--- src/rtl/ram_side_controller.sv ---
// RAM-side engine: drains cache-line requests from the command FIFO and runs
// them against a 16-bit synchronous RAM, returning read lines as four beats.
module ram_side_controller #(
    parameter int ADDR_SIZE = 13,
    parameter int DATA_W    = 16,
    parameter int BEATS     = 4
) (
    input  logic                 clk,
    input  logic                 not_reset,
    input  logic                 cmd_empty,
    input  logic [DATA_W-1:0]    cmd_rdata,
    output logic                 cmd_read,
    input  logic                 rsp_full,
    output logic                 rsp_write,
    output logic [DATA_W-1:0]    rsp_wdata,
    output logic                 mem_en,
    output logic                 mem_we,
    output logic [ADDR_SIZE+1:0] mem_addr,
    output logic [DATA_W-1:0]    mem_wdata,
    input  logic [DATA_W-1:0]    mem_rdata,
    output logic                 busy
);

    typedef enum logic [2:0] {
        IDLE    = 3'd0,
        WR_DATA = 3'd1,
        RD_REQ  = 3'd2,
        RD_CAP  = 3'd3,
        RD_PUSH = 3'd4
    } state_t;

    localparam logic [1:0] LAST_BEAT = 2'(BEATS - 1);

    state_t               state;
    logic [1:0]           beat;
    logic [1:0]           beat_next;
    logic                 rnw;
    logic [ADDR_SIZE-1:0] line_addr;
    logic                 header_unused;

    assign beat_next = beat + 2'd1;

    // Header bits between the address field and rnw carry no meaning.
    assign header_unused = ^{rnw, cmd_rdata[DATA_W-2:ADDR_SIZE]};

    assign cmd_read  = not_reset && ((state == IDLE) || (state == WR_DATA)) && !cmd_empty;
    assign rsp_write = not_reset && (state == RD_PUSH) && !rsp_full;
    assign busy      = (state != IDLE);

    // Request sequencer. The read strobe is issued on entry to RD_REQ so the
    // synchronous RAM data is ready for capture at the end of RD_CAP.
    always_ff @(posedge clk or negedge not_reset) begin
        if (!not_reset) begin
            state     <= IDLE;
            beat      <= 2'd0;
            rnw       <= 1'b0;
            line_addr <= '0;
            mem_en    <= 1'b0;
            mem_we    <= 1'b0;
            mem_addr  <= '0;
            mem_wdata <= '0;
            rsp_wdata <= '0;
        end else begin
            mem_en <= 1'b0;
            mem_we <= 1'b0;
            case (state)
                IDLE: begin
                    if (!cmd_empty) begin
                        rnw       <= cmd_rdata[DATA_W-1];
                        line_addr <= cmd_rdata[ADDR_SIZE-1:0];
                        beat      <= 2'd0;
                        if (cmd_rdata[DATA_W-1]) begin
                            mem_en   <= 1'b1;
                            mem_addr <= {cmd_rdata[ADDR_SIZE-1:0], 2'd0};
                            state    <= RD_REQ;
                        end else begin
                            state <= WR_DATA;
                        end
                    end else begin
                        state <= IDLE;
                    end
                end
                WR_DATA: begin
                    if (!cmd_empty) begin
                        mem_en    <= 1'b1;
                        mem_we    <= 1'b1;
                        mem_addr  <= {line_addr, beat};
                        mem_wdata <= cmd_rdata;
                        beat      <= beat_next;
                        if (beat == LAST_BEAT) begin
                            state <= IDLE;
                        end else begin
                            state <= WR_DATA;
                        end
                    end else begin
                        state <= WR_DATA;
                    end
                end
                RD_REQ: begin
                    state <= RD_CAP;
                end
                RD_CAP: begin
                    rsp_wdata <= mem_rdata;
                    state     <= RD_PUSH;
                end
                RD_PUSH: begin
                    if (!rsp_full) begin
                        beat <= beat_next;
                        if (beat == LAST_BEAT) begin
                            state <= IDLE;
                        end else begin
                            mem_en   <= 1'b1;
                            mem_addr <= {line_addr, beat_next};
                            state    <= RD_REQ;
                        end
                    end else begin
                        state <= RD_PUSH;
                    end
                end
                default: begin
                    state <= IDLE;
                end
            endcase
        end
    end

endmodule
--- config.mk ---
export PLATFORM = sky130hd
export DESIGN_NAME = ram_side_controller
export DESIGN_NICKNAME = d
export VERILOG_FILES = /design/src/rtl/ram_side_controller.sv
export SDC_FILE = /design/constraint.sdc
export NUM_CORES = 1
export LEC_CHECK = 0
export CORE_ASPECT_RATIO = 0.5
export CORE_MARGIN = 2
export CORE_UTILIZATION = 43
export DETAILED_ROUTE_END_ITERATION = 10
export PLACE_DENSITY = 0.78
export SLEW_MARGIN = 20
export SYNTH_ARGS = -nofsm -noshare
export SYNTH_HDL_FRONTEND = slang
export SYNTH_SLANG_ARGS = --single-unit
--- constraint.sdc ---
create_clock -name clk -period 2 [get_ports clk]
set_clock_uncertainty 0.1 [all_clocks]
set_input_delay 0.6 -clock clk [delete_from_list [all_inputs] [get_ports clk]]
set_output_delay 0.6 -clock clk [all_outputs]
set_load 0.02 [all_outputs]
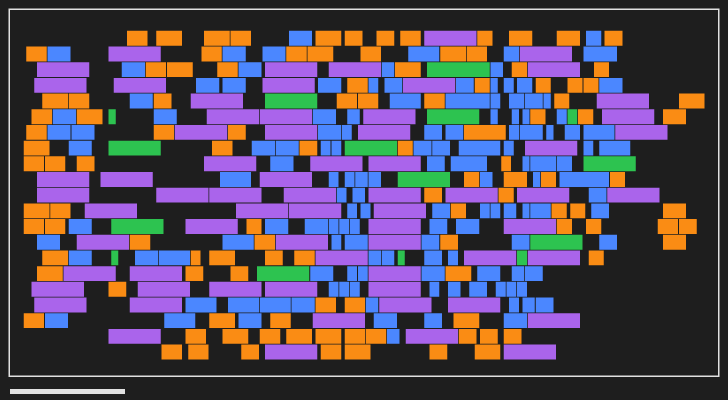
*Cells coloured by class*
The bar under the picture is 20 µm long.
[clock drivers and dummy loads] green | cells: 15
[flops] purple | cells: 67
[other buffers and delay cells] orange | cells: 112
[combinational and other logic] blue | cells: 138
sequential share of cell area: 38.1%
Rows: 21
Finished Core Util: 65.1%
core outline area: 6750 µm²
area of all placed cells without fillers: 4400 µm²

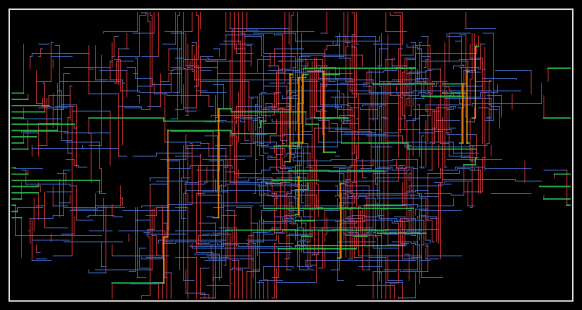
*Routed metal, one colour a layer*
[metal 2] red | wire length: 4130 µm
[metal 4] orange | wire length: 193 µm
[metal 3] green | wire length: 518 µm
[metal 1] blue | wire length: 3120 µm
WL final: 7960 µm
Total Routing Usage GR: 22.3%
via count: 2354
routed len/inst: 18.8 µm

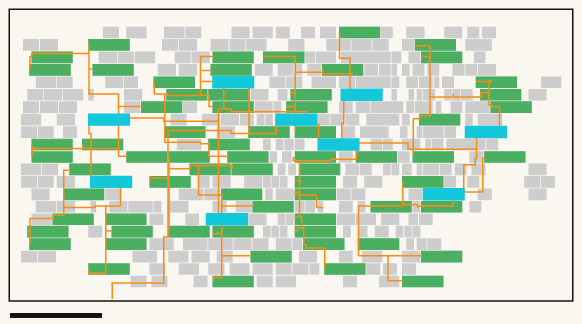
*Clock distribution*
The bar under the picture is 20 µm long.
[flip-flops] green | count: 67
[clock wires] orange | length: 826 µm
[clock drivers] cyan | count: 9
routed clock nets: 10
flops lie: widely spread
clock share of power: 18.8%
clock group power: 1480 µW
clk latency late pin: 0.32 ns

==> results.cfg <==
; synthesis and place-and-route metrics
[run_status]
failed_checks = setup timing
status = finished, violations left

[timing]
setup_viol = 2
finalCriticalPeriod_ns = 2.10
worst_pin_slew_ns = 0.772
finalCritPeriodShare_pct = 105
clock.fmax_ghz = 0.476
slew_headroom_pct = 48.5
finalWorstSetupSlack_ns = -0.101
slew_violations = 0

[setup_path]
crit_path_end_kind = output port
required_ns = 1.30
path_class = in -> out
cp_max_fo = 2
worst-endpoint-arrival_ns = 1.40
endpoint = rsp_write

[flow_run]
tool_warnings = 29

[final_layout]
num_antenna_cells = 0
lay_top_count = dfrtp_1
fillCellCount = 493

[logic_synthesis]
top_area_cell = dfrtp_1
ys_warn_count = 0
syn_area_per_cell_um2 = 13.5
ys_cells = 224
area_leaders = dfrtp_1 (55%), mux2_2 (14%), mux2_4 (5.4%), a221oi_1 (3.8%), a31oi_1 (2.7%)
synth_cell_type_count = 37
yosys.stat.seqShare_pct = 55.3
synth-edff-count = 0

[route]
drt_iter0_drc = 195
route.detailed.drc = 0

[min_path]
hold_class = in -> async

[place]
io_buffer_count = 87
place.gp.congestion = 0.827
dp.final_hpwl_um = 5400
place_area_um2 = 4050

[power]
power_density_nw_per_um2 = 1790

[grt]
antenna_found_initial = 0
grt_max_degree = 63
first_global_vias = 2533

[clocking]
cts-buffers-inserted = 9
cts_htree_levels = 3
cts.sink_count = 67
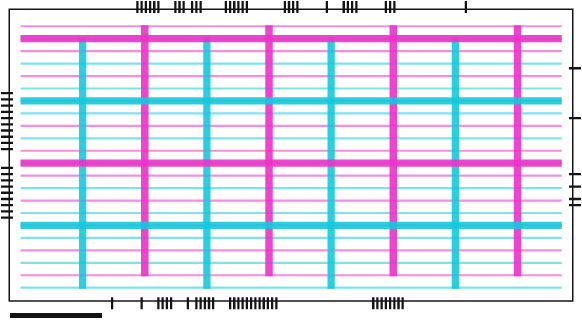
*Floorplan with the power grid*
The bar under the picture is 20 µm long. Pins as bars on the die edge.
[VDD] magenta
[VSS] cyan
signal pins: 88
met1 rails: 22
Die Y-Extent: 63.4 µm
maximum resistive drop on vdd: 0.842 mV
Chip Width: 123 µm

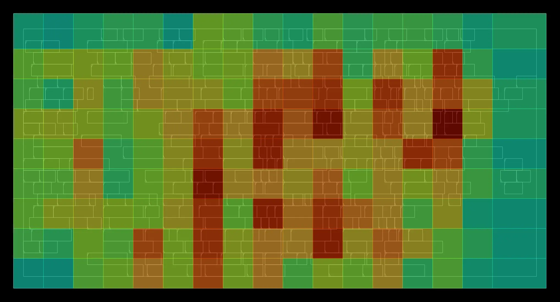
*Track usage over the die*
GR Util met1: 26.2%
GRT Max-Usage Layer: met2

[logic make-up after synthesis]
logic type      count (synthesis)  share of synthesized area (%)
buf+inv                        22                           5.12
mux                            49                           19.5
xor+xnor                        2                          0.578
simple gates                   36                           8.62
compound gates                 47                           10.5
fa+ha+maj                       1                          0.412
flops                          67                           55.3
[Yosys cell counts (all sizes together) (4+ instances only)]
library cell  instances
dfrtp                67
mux2                 48
o21ai                15
buf                  14
a221oi               13
a31oi                13
nand3                13
clkbuf                5
nand3b                4
[where the power goes]
| part | switching, µW | internal [µW] | total [µW] |
|---|---|---|---|
| Clock | 525 | 953 | 1480 |
| Sequential | 410 | 2050 | 2460 |
| Combinational | 1990 | 1930 | 3920 |
| Total | 2930 | 4930 | 7860 |
[critical path: stages]
cell and delay (ns):
clkdlybuf4s15_2 0.21, nor4b_4 0.29, and2_4 0.18, buf_6 0.11
[layer usage]
metal	global-route usage (%)	share of wire (%)
met1	26.2	39
met3	5.71	6.5
met2	38.6	52
met5	0	0
met4	9.63	2.4
[worst min path at each step]
stage	cells past startpoint	slack, ns	startpoint	end
after detailed placement	1	0.40	mem_wdata[14]	mem_wdata[14]
after CTS	2	0.16	not_reset	state[0]
after global routing	2	0.18	not_reset	state[1]
after global placement	1	0.39	rsp_wdata[3]	rsp_wdata[3]
after floorplan	0	0.20	not_reset	beat[0]
final	2	0.17	not_reset	state[0]
[sequential cells by signal, summed over array words and instances (netlist names)]
name / flops
line_addr: 13
mem_we: 1
rsp_wdata: 16
mem_en: 1
mem_addr: 15
state: 3
beat: 2
mem_wdata: 16
[what timing repair did]
item                                    in CTS  in global routing
endpoints found under the setup margin      53                 26
pin swaps                                    4                  2
cloned                                       0                  0
setup buffers                                2                  1
resized                                     47                 24
[area by class of cell]
cell class / count / area (µm²) / area share [%]
Inverter: 3 / 11.3 / 0.256
Timing Repair Buffer: 112 / 1110 / 25.2
Clock buffer: 12 / 236 / 5.38
Tap cell: 92 / 115 / 2.62
Sequential cell: 67 / 1680 / 38.1
Clock inverter: 3 / 40.0 / 0.910
Multi-Input combinational cell: 135 / 1210 / 27.5
[per-stage QoR]
step | util (%) | TNS (ns) | total power (µW) | instances | hold slack [ns]
finish | 65.1 | -0.131 | 7860 | 424 | 0.169
global route | 65.1 | -0.374 | 8300 | 424 | 0.178
CTS | 64.1 | -0.140 | 7940 | 423 | 0.160
detailed placement | 60.0 | -18.07 | 6510 | 406 | 0.396
global placement | 60.0 | -16.02 | 6330 | 406 | 0.388
floorplan | - | -0.0864 | 4860 | 224 | 0.204
Power is estimated from default activity; no workload was simulated.
